**config.mk**
```make
export PLATFORM = sky130hd
export DESIGN_NAME = poly_music_core
export DESIGN_NICKNAME = d
export VERILOG_FILES = /design/src/rtl/poly_music_core.sv
export SDC_FILE = /design/constraint.sdc
export NUM_CORES = 1
export LEC_CHECK = 0
export ABC_CLOCK_PERIOD_IN_PS = 14300
export CAP_MARGIN = 20
export CORE_ASPECT_RATIO = 1.75
export CORE_MARGIN = 3
export CORE_UTILIZATION = 49
export CTS_BUF_LIST = sky130_fd_sc_hd__clkbuf_4 sky130_fd_sc_hd__clkbuf_8
export CTS_CLUSTER_SIZE = 16
export DETAILED_ROUTE_END_ITERATION = 8
export GPL_TIMING_DRIVEN = 0
export MAX_ROUTING_LAYER = met4
export PLACE_DENSITY_LB_ADDON = 0.12
export SETUP_SLACK_MARGIN = 0.4
export SLEW_MARGIN = 25
export SYNTH_ARGS = -nofsm -noshare
export SYNTH_HDL_FRONTEND = slang
export SYNTH_SLANG_ARGS = --single-unit
```
**constraint.sdc**
```tcl
create_clock -name clk -period 14.3 [get_ports clk]
set_input_delay 2.86 -clock clk [delete_from_list [all_inputs] [get_ports clk]]
set_output_delay 2.86 -clock clk [all_outputs]
set_load 0.05 [all_outputs]
```
**src/rtl/poly_music_core.sv**
```systemverilog
// N-voice music player core: play/next control, tempo beat generator, voice allocator
// with per-voice beat countdown, and a saturating mixer. Optional macro: VOICE_STEAL_EN.
module poly_music_core #(
   parameter int NUM_VOICES = 4,
   parameter int SAMPLE_W   = 16,
   parameter int NOTE_W     = 6,
   parameter int DUR_W      = 6,
   parameter int BEAT_W     = 10,
   parameter int SONG_W     = 2
) (
   input  logic                           clk,
   input  logic                           reset,
   input  logic                           play_button,
   input  logic                           next_button,
   input  logic                           song_done,
   input  logic                           new_frame,
   input  logic [BEAT_W-1:0]              tempo_div,
   input  logic                           note_valid,
   input  logic [NOTE_W-1:0]              note,
   input  logic [DUR_W-1:0]               duration,
   output logic                           note_ready,
   input  logic [NUM_VOICES*SAMPLE_W-1:0] voice_samples,
   output logic [NUM_VOICES*NOTE_W-1:0]   voice_note,
   output logic [NUM_VOICES-1:0]          voice_load,
   output logic [NUM_VOICES-1:0]          voice_active,
   output logic                           play,
   output logic                           reset_player,
   output logic [SONG_W-1:0]              song,
   output logic                           beat,
   output logic                           new_sample_generated,
   output logic [SAMPLE_W-1:0]            sample_out
);

   typedef enum logic {PAUSED, PLAYING} state_t;

   localparam int SUM_W = SAMPLE_W + 3;
   localparam logic signed [SUM_W-1:0] SAT_MAX = {4'b0000, {(SAMPLE_W-1){1'b1}}};
   localparam logic signed [SUM_W-1:0] SAT_MIN = {4'b1111, {(SAMPLE_W-1){1'b0}}};

   state_t                      state;
   logic                        prev_frame;
   logic                        frame_edge;
   logic                        song_step;
   logic [BEAT_W-1:0]           beat_cnt;
   logic [BEAT_W-1:0]           tdiv_eff;
   logic signed [SAMPLE_W-1:0]  mix_reg;
   logic signed [SAMPLE_W-1:0]  mix_next;
   logic signed [SUM_W-1:0]     mix_sum;
   logic [DUR_W-1:0]            remain [NUM_VOICES];
   logic [NUM_VOICES-1:0]       idle;
   logic [NUM_VOICES-1:0]       idle_oh;
   logic [NUM_VOICES-1:0]       pick_oh;
   logic                        any_idle;
   logic                        accept;

   assign song_step  = next_button | song_done;
   assign frame_edge = new_frame & ~prev_frame;
   assign tdiv_eff   = (tempo_div == '0) ? BEAT_W'(1) : tempo_div;
   assign idle       = ~voice_active;
   assign any_idle   = |idle;
   // Two's-complement trick isolates the lowest set bit: the lowest-index idle voice.
   assign idle_oh    = idle & (~idle + NUM_VOICES'(1));

`ifdef VOICE_STEAL_EN
   logic [NUM_VOICES-1:0] steal_oh;
   logic [DUR_W-1:0]      best_rem;
   logic                  found;

   // Strict less-than keeps the lowest index among voices tied on remain.
   always_comb begin
      steal_oh = '0;
      best_rem = '0;
      found    = 1'b0;
      for (int i = 0; i < NUM_VOICES; i++) begin
         if (!found || remain[i] < best_rem) begin
            best_rem    = remain[i];
            steal_oh    = '0;
            steal_oh[i] = 1'b1;
            found       = 1'b1;
         end
      end
   end

   assign note_ready = play & ~reset_player;
   assign pick_oh    = any_idle ? idle_oh : steal_oh;
`else
   assign note_ready = play & any_idle & ~reset_player;
   assign pick_oh    = idle_oh;
`endif

   // Zero-duration notes are handshaken away without touching any voice.
   assign accept = note_valid & note_ready & (duration != '0);

   // NOTE: blocking assignments are right here; this block is combinational and accumulates.
   always_comb begin
      mix_sum = '0;
      for (int i = 0; i < NUM_VOICES; i++) begin
         if (voice_active[i])
            mix_sum = mix_sum + SUM_W'($signed(voice_samples[i*SAMPLE_W +: SAMPLE_W]));
      end
      if (mix_sum > SAT_MAX)
         mix_next = SAT_MAX[SAMPLE_W-1:0];
      else if (mix_sum < SAT_MIN)
         mix_next = SAT_MIN[SAMPLE_W-1:0];
      else
         mix_next = mix_sum[SAMPLE_W-1:0];
   end

   always_ff @(posedge clk) begin
      if (reset) begin
         state                <= PAUSED;
         play                 <= 1'b0;
         song                 <= '0;
         reset_player         <= 1'b0;
         prev_frame           <= 1'b0;
         new_sample_generated <= 1'b0;
         sample_out           <= '0;
         mix_reg              <= '0;
         beat_cnt             <= '0;
         beat                 <= 1'b0;
         voice_active         <= '0;
         voice_load           <= '0;
         voice_note           <= '0;
         // NOTE: remain is a small register array and is cleared so no countdown starts from X.
         for (int i = 0; i < NUM_VOICES; i++)
            remain[i] <= '0;
      end else begin
         prev_frame           <= new_frame;
         new_sample_generated <= frame_edge;
         mix_reg              <= mix_next;
         reset_player         <= song_step;
         beat                 <= 1'b0;
         if (frame_edge)
            sample_out <= play ? mix_reg : '0;

         // Song change outranks a coincident play toggle.
         if (song_step) begin
            song  <= song + SONG_W'(1);
            state <= PAUSED;
            play  <= 1'b0;
         end else if (play_button) begin
            state <= (state == PAUSED) ? PLAYING : PAUSED;
            play  <= (state == PAUSED);
         end

         if (reset_player) begin
            beat_cnt <= '0;
         end else if (new_sample_generated && play) begin
            if (beat_cnt == tdiv_eff - BEAT_W'(1)) begin
               beat_cnt <= '0;
               beat     <= 1'b1;
            end else begin
               beat_cnt <= beat_cnt + BEAT_W'(1);
            end
         end

         // A fresh load takes priority over a coincident beat for that voice.
         for (int i = 0; i < NUM_VOICES; i++) begin
            if (song_step) begin
               voice_active[i]                  <= 1'b0;
               voice_load[i]                    <= 1'b0;
               remain[i]                        <= '0;
               voice_note[i*NOTE_W +: NOTE_W]   <= '0;
            end else if (accept && pick_oh[i]) begin
               voice_active[i]                  <= 1'b1;
               voice_load[i]                    <= 1'b1;
               remain[i]                        <= duration;
               voice_note[i*NOTE_W +: NOTE_W]   <= note;
            end else begin
               voice_load[i] <= 1'b0;
               if (beat && voice_active[i]) begin
                  remain[i] <= remain[i] - DUR_W'(1);
                  if (remain[i] == DUR_W'(1))
                     voice_active[i] <= 1'b0;
               end
            end
         end
      end
   end

endmodule

```
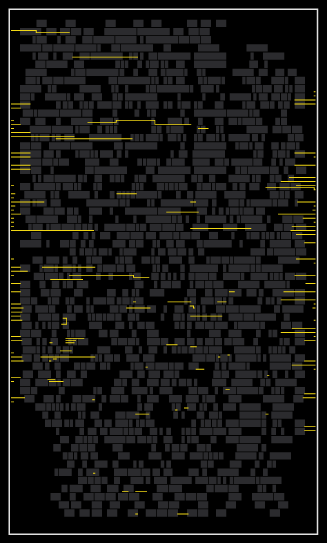
Fig. 1. Met3 routing (run 1).
(3 px per µm)
wire length on this layer: 681 µm
main direction: horizontal
nets with wire on the layer: 113
longest straight run: 27.4 µm
share of all routed wire: 3.3%
DR vias: 7,412
met3 Use GR: 2.57%
routed wire length: 20,800 µm

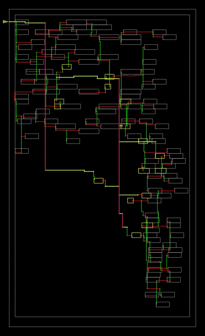
Fig. 2. Clock nets (run 1).
Clk. pwr: 0.194 mW
CTS buffer count: 9

==> flow_summary.toml, run 1 <==
# generated from flow reports
[synthesis]
common_cells = "105 x nand2_1, 104 x nor2_1, 81 x dfxtp_1"
syn_area_per_cell_um2 = 8.26
synth.most_common_cell = "nand2_1"
yosys.area.top_type_share_pct = 20.4
synth_cell_types = 76
yosysWarnings = 0
yosys-stat-cells = 962
ys_ff = 105
synth-edff-count = 24
ys_async_sr_fraction_pct = 0
ff_type = "dfxtp_1"
synthTopCellsByArea = "dfxtp_1 20%, ha_1 9.8%, edfxtp_1 9.1%"
syn_nets = 1120
ys_area_um2 = 7950
netlist_area_um2 = 7950
ys_seq_share_pct = 29.5
syn_inst = 962
top_area_cell = "dfxtp_1"

[grt]
grt_pass1_vias = 7281
antenna_found_initial = 0
grt_max_degree = 23
grt_most_used_layer = "met2"
use_met1_pct = 28.0
grt_pass1_wl_um = 34400
grt.overflow.total = 0
use_met2_pct = 44.5
grt_usage_pct = 24.6

[worst_setup_path]
crit_type = "in -> reg"
arrival_ns = 10.20
worstPathMaxFanout = 10
critPathLaunchType = "input pin"
cp_data_required_time_ns = 14.55
crit_path_end_kind = "register"

[final_layout]
drive_gt1_share_pct = 5.69
top_regs = "remain: 24 flops, voice_note: 24 flops"
finalNetCount = 1277
final_area_um2 = 9880
fillCellCount = 1442
antenna_cells = 0
area_growth_pct = 24.3

[status]
status = "completed"

[routing]
drt_first_pass_iters = 5
wire_per_inst_um = 15.9
viasPerCell = 5.65
ant_nets = 0
drc = 0
drt_iter0_markers = 247

[run]
drv_cap = 0
warnings = 31

[clocking]
hold_buffers = 0
clk_pin_slew_ns = 0.09
cts_resized = 0
insertion_delay_ns = 0.39
cts-root-buf = "clkbuf_8"
clock-sinks = 105
cts_buffer_depth = 2
cts_tree = "yes"
htree_levels = 3
post_cts_buffers = 0

[place]
place.gp.congestion = 0.926
dp_hpwl_um = 16900
place_area_um2 = 9660

[floorplanning]
rows = 61
coreArea_um2 = 15900
chipArea_um2 = 17800
die_w_um = 102
die_y_um = 174
fp-utilization_pct = 50.1

[timing]
hold_viol_final = 0
fin_tns_setup_ns = 0
finalCritPeriodShare_pct = 69.6
rsz0062_at_grt = "no"
setup_violations = 0
drv_slew = 0
skew_ns = 0.0245
worst_pin_slew_ns = 0.859
period_minus_slack_ns = 9.95
max_freq_ghz = 0.100
slew_headroom_pct = 42.3

[pwr]
p_per_area_nw_per_um2 = 60.6
p_leak_nw = 3.97
p_total_mw = 0.598
ir_worst_vdd_uv = 50.7

[hold_path]
hold_path.class = "reg -> reg"
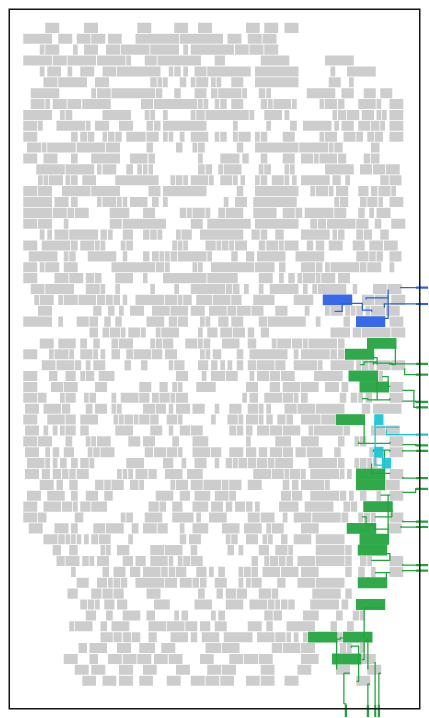
Fig. 3. Port wiring (run 1).
(4 px per µm)
| colour | port | bits | direction | end cells | buffers | wire |
|---|---|---|---|---|---|---|
| green | sample_out | 16 | output | 16 | 16 | 246 µm |
| blue | song | 2 | output | 2 | 2 | 40.2 µm |
| cyan | new_frame | 1 | input | 3 | 1 | 28.3 µm |
PortBufs: 146
Ports: 148

==> run 1: layer usage <==
layer	vias to the layer above	routed length, µm
met5	-	0
met4	0	400
met3	31	680
met2	152	11200
met1	3448	8520
li1	3781	-
==> run 1: cell type report <==
cell class	count	area, µm²	share of cell area (%)
Buffer	39	160	1.62
Clock buffer	9	124	1.25
Clock inverter	7	91.3	0.925
Inverter	27	101	1.03
Multi-Input combinational cell	791	5360	54.3
Sequential cell	105	2340	23.7
Tap cell	189	236	2.39
Timing Repair Buffer	146	1460	14.8
==> run 1: kinds of logic after synthesis <==
logic type	count (synthesis)	share of synthesized area [%]
AOI/OAI and AO/OA	250	21.4
xor gates and xnor gates	80	9.00
adders and majority gates	65	10.5
buffers and inverters	66	3.29
DFF	105	29.5
muxes	43	5.68
and+or+nand+nor	353	20.6
==> run 1: report_power, final <==
part	internal, mW	switching [mW]	total [mW]
clock	0.0716	0.122	0.194
sequential	0.307	0.00334	0.310
combinational	0.0463	0.0481	0.0944
total	0.424	0.174	0.598
==> run 1: critical path, cell delays in order <==
cell	delay, ns
clkdlybuf4s50_1	0.40
and2_1	0.17
ha_1	0.22
fa_1	0.44
a211oi_1	0.37
o21bai_1	0.12
a21oi_1	0.20
xnor2_1	0.15
nand2_1	0.08
xor2_1	0.25
ha_1	0.33
a2111oi_0	0.44
o21ai_1	0.19
a221oi_2	0.46
o31ai_1	0.16
xor2_1	0.16
mux2_2	0.30
ha_1	0.35
a21o_1	0.20
a21o_1	0.17
a21o_1	0.18
a21o_1	0.20
a221oi_4	0.32
mux2i_1	0.28
xnor3_2	0.44
a21oi_2	0.29
buf_2	0.35
o31ai_2	0.10
==> run 1: cell usage in the layout, fill, tap and decap left out, drive strengths merged, types with 17 or more instances in the layout <==
master | netlist | final
nand3 | 45 | 45
edfxtp | 24 | 24
and2 | 17 | 17
xor2 | 42 | 42
clkbuf | 28 | 37
nor3 | 22 | 22
o21ai | 47 | 47
xnor2 | 37 | 37
ha | 62 | 62
a21o | 22 | 22
mux2i | 29 | 29
nor2 | 104 | 104
nand2 | 105 | 105
dfxtp | 81 | 81
a21oi | 80 | 80
clkdlybuf4s50 | 0 | 146
o31ai | 17 | 17
inv | 25 | 28
==> run 1: through the flow <==
stage          util (%)  std cells  setup slack (ns)  hold slack, ns
2_1_floorplan         -        962              5.31           0.406
3_3_place_gp       60.8       1297              4.12           0.440
3_5_place_dp       60.9       1297              4.09           0.444
4_1_cts            62.2       1313              4.48           0.460
5_1_grt            62.2       1313              3.94           0.481
6_report           62.2       1313              4.35           0.458
==> run 1: path summary, 6_finish.rpt <==
check | slack [ns] | depth (start not counted) | start | endpoint
worst min-delay path | 0.46 | 2 | sample_out[14] | sample_out[14]
worst min register to register | 0.46 | 2 | sample_out[14] | sample_out[14]
worst max-delay path | 4.35 | 28 | voice_samples[0] | mix_reg[14]
worst max register to register | 6.18 | 28 | voice_active[0] | mix_reg[14]
Fig. 4: run 1, clock wires, drivers and flops
(4 px per µm)
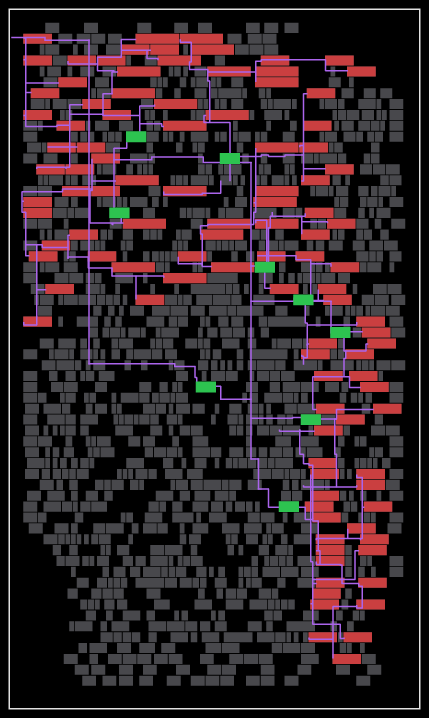

--- run 2 (diff from run 1) ---
Settings changed: ABC_CLOCK_PERIOD_IN_PS 14300 to 8900.
Clock period 14.3 ns to 8.9 ns, I/O delays scaled along.
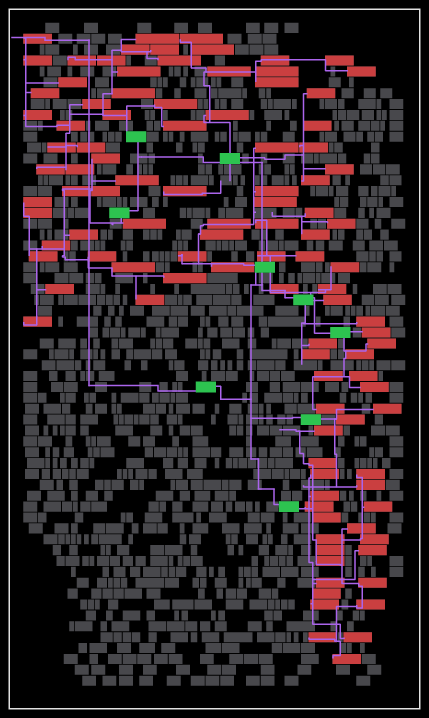
Fig. 5. Clock wires, drivers and flops (run 2).
(4 px per µm)
[purple] clock wires | length: 1,330 µm
[green] clock-net drivers | count: 9
[red] flip-flops | count: 105
flops lie: widely spread
clock network power share: 32.4%
clock skew: 0.0247 ns

==> flow_summary.toml, run 2 <==
# generated from flow reports
[status]
status = "completed"

[pwr]
switching_share_pct = 29.1
p_per_area_nw_per_um2 = 96.9
ir_worst_vdd_uv = 81.6
seqPwrFrac_pct = 51.7
p_comb_share_pct = 15.8
switching_power_mw = 0.280
internal_power_mw = 0.682
p_leak_nw = 3.99

[timing]
finalCritPeriodShare_pct = 91.8
drv_slew = 0
setup_violations = 0
rsz0062_at_grt = "no"
holdWs_ns = 0.458
period_minus_slack_ns = 8.17
slew_headroom_pct = 41.5
max_freq_ghz = 0.122
hold_viol_final = 0
worst_pin_slew_ns = 0.871

[synthesis]
mux_share_pct = 5.68
ys_seq_share_pct = 29.5
common_cells = "105 x nand2_1, 104 x nor2_1, 81 x dfxtp_1"
synth-xor-area-share_pct = 9.01
yosys.area.top_type_share_pct = 20.4
synth.most_common_cell = "nand2_1"
ys_area_um2 = 7950
synth-edff-count = 24
ys_sh_adder_pct = 10.5
synthTopCellsByArea = "dfxtp_1 20%, ha_1 9.8%, edfxtp_1 9.1%"
ys_async_sr_fraction_pct = 0
syn_nets = 1120
top_area_cell = "dfxtp_1"
ff_type = "dfxtp_1"
aoi_share_pct = 21.4
ys_top_logic_family = "AND-OR/OR-AND gates"
yosys-stat-cells = 962
yosysWarnings = 0
syn_area_per_cell_um2 = 8.26
syn_inst = 962
yosys.area_share.simple_pct = 20.6
synth_cell_types = 76
netlist_area_um2 = 7950
ys_ff = 105

[clocking]
htree_levels = 3
clock-sinks = 105
insertion_delay_ns = 0.39
cts-root-buf = "clkbuf_8"
cts_tree = "yes"
hold_buffers = 0
clk_pin_slew_ns = 0.09
cts_buffer_depth = 2
cts_buffers = 9

[routing]
wire_per_inst_um = 16.0
viasPerCell = 5.68
drc = 0
route.vias.total = 7473
drt_first_pass_iters = 5
drt_iter0_markers = 270
routed_wl_um = 21100
ant_nets = 0

[worst_setup_path]
crit_type = "in -> reg"
crit_path_end_kind = "register"
cp_data_required_time_ns = 9.15
critPathLaunchType = "input pin"
worstPathMaxFanout = 10
arrival_ns = 8.42

[final_layout]
finalNetCount = 1280
top_regs = "remain: 24 flops, voice_note: 24 flops"
antenna_cells = 0
drive_gt1_share_pct = 6.21
utilization_pct = 62.6
lay_top_cells = "146 x clkdlybuf4s50_1, 105 x nand2_1, 104 x nor2_1"
area_growth_pct = 25.0
lay_top_count = "clkdlybuf4s50_1"

[place]
dp_hpwl_um = 16900
port_buffers = 146
place.gp.congestion = 0.926

[grt]
grt_usage_pct = 24.6
grt.overflow.total = 0
antenna_found_initial = 0
grt_max_degree = 23
grt_pass1_wl_um = 34500
grt_pass1_vias = 7298

[floorplanning]
chipArea_um2 = 17800
die_y_um = 174
coreArea_um2 = 15900
fp-utilization_pct = 50.1
rows = 61
die_w_um = 102
ioPinCount = 148

[run]
warnings = 31
drv_cap = 0

[hold_path]
hold_path.class = "reg -> reg"
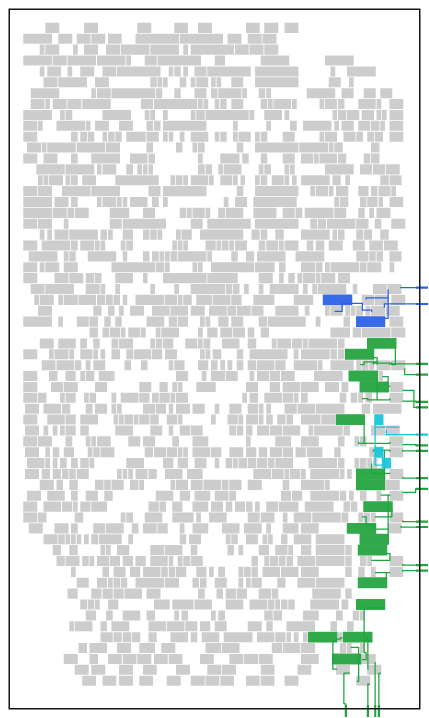
Fig. 6. Port wiring (run 2).
(4 px per µm)
| colour | port | bits | direction | end cells | buffers | wire |
|---|---|---|---|---|---|---|
| cyan | new_frame | 1 | input | 3 | 1 | 28.3 µm |
| green | sample_out | 16 | output | 16 | 16 | 248 µm |
| blue | song | 2 | output | 2 | 2 | 40.2 µm |

-- run 2: cell counts after synthesis --
Identical to the previous run, type by type.
-- run 2: worst max-delay path, stage by stage --
cell	delay, ns
clkdlybuf4s50_1	0.40
and2_1	0.17
ha_1	0.22
fa_1	0.45
a211oi_2	0.27
o21bai_1	0.11
a21oi_1	0.19
xnor2_1	0.15
nand2_1	0.10
xor2_2	0.19
ha_1	0.36
a2111oi_1	0.36
a21oi_1	0.13
a221oi_2	0.34
o31ai_1	0.15
xor2_1	0.16
mux2_2	0.30
ha_1	0.35
a21o_1	0.20
a21o_1	0.17
a21o_1	0.18
a21o_1	0.20
a221oi_4	0.32
mux2i_1	0.27
xnor3_2	0.36
a21oi_4	0.24
buf_6	0.21
o31ai_2	0.07
-- run 2: logic make-up (layout without fill, tap and decap cells) --
logic type	Yosys count	in the layout
flip-flops	105	105
multiplexers	43	43
AND/OR/NAND/NOR	353	353
XOR/XNOR	80	80
buffers and inverters	66	231
adder cells (fa/ha/maj)	65	65
AND-OR/OR-AND	250	250
-- run 2: power groups by stage --
stage	Combinational (mW)	Clock, mW	Sequential (mW)
final	0.152	0.312	0.498
after global routing	0.167	0.339	0.499
after CTS	0.152	0.319	0.498
after detailed placement	0.151	0	0.509
after global placement	0.149	0	0.508
after floorplan	0.0746	0	0.514
-- run 2: final timing paths --
path                     to             start  cells after the start  slack [ns]
max             mix_reg[14]  voice_samples[0]                     28        0.73
min          sample_out[14]    sample_out[14]                      2        0.46
max reg2reg     mix_reg[14]   voice_active[0]                     28        1.43
min reg2reg  sample_out[14]    sample_out[14]                      2        0.46
-- run 2: timing repair --
item | CTS | global route
pin swaps | 1 | 3
setup endpoints to repair | 10 | 15
buffers inserted | 1 | 2
resized | 2 | 6
-- run 2: layout make-up --
class,count,area (µm²)
flip-flops and latches,105,2340
fillers,1435,5940
multi-input cells,791,5390
plain buffers,39,166
well taps,189,236
inverters,27,101
clock buffers,9,124
clock inverters,7,91.3
repair buffers,149,1480
-- run 2: metal layers --
layer,share of wire [%],track usage (%),vias up
met1,41,28.0,3481
met5,0,-,-
met2,54,44.6,177
li1,-,-,3786
met3,3.5,2.57,29
met4,1.9,7.17,0
-- run 2: through the flow --
stage                     instances  cell area [µm²]  power (mW)  setup TNS, ns  worst slack [ns]
after floorplan                 962             7950       0.589              0             0.990
after global placement         1297             9650       0.658          -1.91            -0.197
after detailed placement       1297             9660       0.659          -2.14            -0.232
after CTS                      1314             9890       0.969              0             0.428
after global routing           1316             9930        1.01              0             0.357
final                          1316             9930       0.963              0             0.730
Fig. 7: run 2, cell classes on the final placement
(2 px per µm)
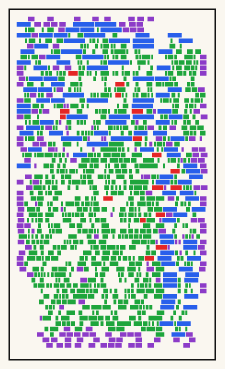

--- run 3 (diff from run 2) ---
Settings changed: PLACE_DENSITY set to 0.79, PLACE_DENSITY_LB_ADDON 0.12 to not set.
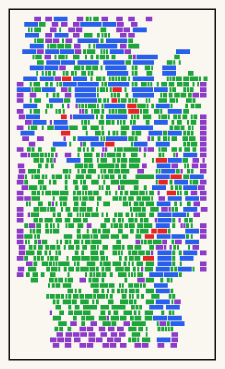
Fig. 8. Cell classes on the final placement (run 3).
(2 px per µm)
| colour | class | cells | share of their area |
|---|---|---|---|
| blue | registers | 105 | 24% |
| red | clock drivers and dummy loads | 16 | 2.2% |
| purple | remaining buffers and delay cells | 189 | 17% |
| green | remaining logic cells | 818 | 57% |
Final Instance Area: 9930 µm²
Core ar.: 15,900 µm²
flop share of the area: 23.6%
Rows: 61
Core Util, Final: 62.6%

==> flow_summary.toml, run 3 <==
# generated from flow reports
[status]
status = "completed"

[timing]
drv_slew = 0
rsz0062_at_grt = "no"
worst_slack_ns = 0.672
setup_violations = 0
period_minus_slack_ns = 8.23
worst_pin_slew_ns = 1.13
max_freq_ghz = 0.122

[place]
place.gp.congestion = 0.919
dp_slack_ns = -0.125
port_buffers = 146
dp_hpwl_um = 16800

[worst_setup_path]
crit_top_cell = "a21o_1"
reg2reg_depth = 28
crit_path_end_kind = "register"
cp_data_required_time_ns = 9.14
reg2reg_to = "mix_reg[14]"
critPathTopFamily = "AND-OR/OR-AND gates"
cp.depth = 28
path_buffers = 2
critPathLaunchType = "input pin"
crit_type = "in -> reg"
crit_path_max_incr_delay_ns = 0.45
r2r-start = "voice_active[0]"
arrival_ns = 8.47
setup.worst_path.end = "mix_reg[14]"

[synthesis]
ys_async_sr_fraction_pct = 0
syn_area_per_cell_um2 = 8.26
syn_nets = 1120
yosys.area.top_type_share_pct = 20.4
yosysWarnings = 0
yosys-stat-cells = 962
synth.most_common_cell = "nand2_1"
synth-edff-count = 24
synth_cell_types = 76
netlist_area_um2 = 7950
ys_seq_share_pct = 29.5
ys_area_um2 = 7950
syn_inst = 962
top_area_cell = "dfxtp_1"

[routing]
route.vias.total = 7437
ant_nets = 0
routed_wl_um = 20800
viasPerCell = 5.65
wire_per_inst_um = 15.8
drc = 0
drt_first_pass_iters = 5

[clocking]
cts_buffers = 9
htree_levels = 3
clk_pin_slew_ns = 0.10
cts_buffer_depth = 2
hold_buffers = 0
cts_tree = "yes"
cts-root-buf = "clkbuf_8"
clock-sinks = 105

[floorplanning]
die_y_um = 174
die_w_um = 102
chipArea_um2 = 17800
fp-utilization_pct = 50.1
ioPinCount = 148

[final_layout]
top_regs = "remain: 24 flops, voice_note: 24 flops"
seqCellArea_um2 = 2340
lay_top_cells = "146 x clkdlybuf4s50_1, 105 x nand2_1, 104 x nor2_1"
comb_area_um2 = 5380
fillCellCount = 1384
lay_top_count = "clkdlybuf4s50_1"
finalNetCount = 1281
area_growth_pct = 25.0
antenna_cells = 0

[hold_path]
hold_start = "prev_frame"

[run]
drv_cap = 0
warnings = 31

[pwr]
p_per_area_nw_per_um2 = 97.0
p_total_mw = 0.964
ir_worst_vdd_uv = 93.8

[grt]
grt_pass1_vias = 7464
grt.overflow.total = 0
grt_pass1_wl_um = 34400
antenna_found_initial = 0
grt_max_degree = 23
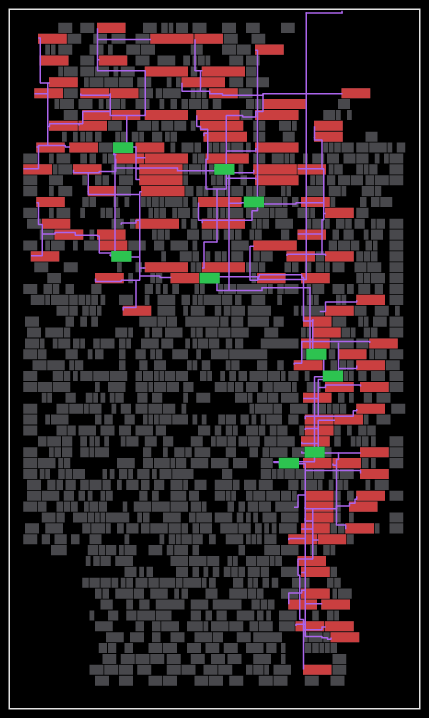
Fig. 9. Clock wires, drivers and flops (run 3).
(4 px per µm)
[purple] clock wires | length: 1,270 µm
[green] clock-net drivers | count: 9
[red] flip-flops | count: 105
routed clock nets: 10
flops lie: widely spread
clock network power share: 32.6%
Clk. pwr: 0.314 mW
clock skew: 0.0211 ns
Clk Latency, worst-skew pair: 0.39 ns

## run 3: cell counts after synthesis
Identical to the previous run, type by type.
## run 3: timing repair
action                                  4_1_cts  5_1_grt
pin swaps                                     1        1
resized                                       1        5
buffers inserted                              1        3
cloned                                        0        0
hold endpoints to repair                      0        0
endpoints found under the setup margin       10       15
## run 3: cell type report
class,instances,share of cell area [%]
repair buffers,150,15.0
multi-input cells,791,54.2
inverters,27,1.02
clock buffers,9,1.25
clock inverters,7,0.919
well taps,189,2.38
flip-flops and latches,105,23.6
plain buffers,39,1.68
## run 3: worst min path at each step
stage	to	cells after the start
floorplan	new_sample_generated	1
global placement	new_sample_generated	1
detailed placement	new_sample_generated	1
CTS	new_sample_generated	1
global route	sample_out[1]	2
finish	new_sample_generated	1
## run 3: kinds of logic (layout without fill, tap and decap cells)
logic type,Yosys count,after routing,share of synthesized area (%)
simple gates,353,353,20.6
compound gates,250,250,21.4
mux,43,43,5.68
xor+xnor,80,80,9.00
buf+inv,66,232,3.29
flops,105,105,29.5
fa+ha+maj,65,65,10.5
## run 3: worst reg2reg max path: cells and delay by family (launching register included)
family | cells | cell delay, ns
AND-OR/OR-AND | 14 | 3.01
adder cells (fa/ha/maj) | 3 | 1.00
AND/OR/NAND/NOR | 2 | 0.34
buffers and inverters | 3 | 1.09
XOR/XNOR | 4 | 0.84
flip-flops | 1 | 0.51
multiplexers | 2 | 0.57
## run 3: power breakdown
| group | internal (mW) | switching, mW |
|---|---|---|
| combinational | 0.0746 | 0.0775 |
| sequential | 0.493 | 0.00528 |
| clock | 0.116 | 0.198 |
| total | 0.683 | 0.281 |
## run 3: layer usage
metal	vias up	track usage (%)	wire, µm
met2	190	42.8	10900
met3	51	2.49	632
met4	0	9.52	752
met1	3410	27.8	8570
li1	3786	-	-
met5	-	-	0
## run 3: through the flow
| step | hold slack [ns] | setup TNS [ns] | cells | util [%] | instance area, µm² |
|---|---|---|---|---|---|
| CTS | 0.444 | 0 | 1314 | 62.3 | 9890 |
| finish | 0.440 | 0 | 1317 | 62.6 | 9930 |
| floorplan | 0.406 | 0 | 962 | - | 7950 |
| detailed placement | 0.433 | -1.18 | 1297 | 60.9 | 9660 |
| global route | 0.475 | 0 | 1317 | 62.6 | 9930 |
| global placement | 0.425 | -1.14 | 1297 | 60.8 | 9650 |
Power and IR drop assume default switching activity.
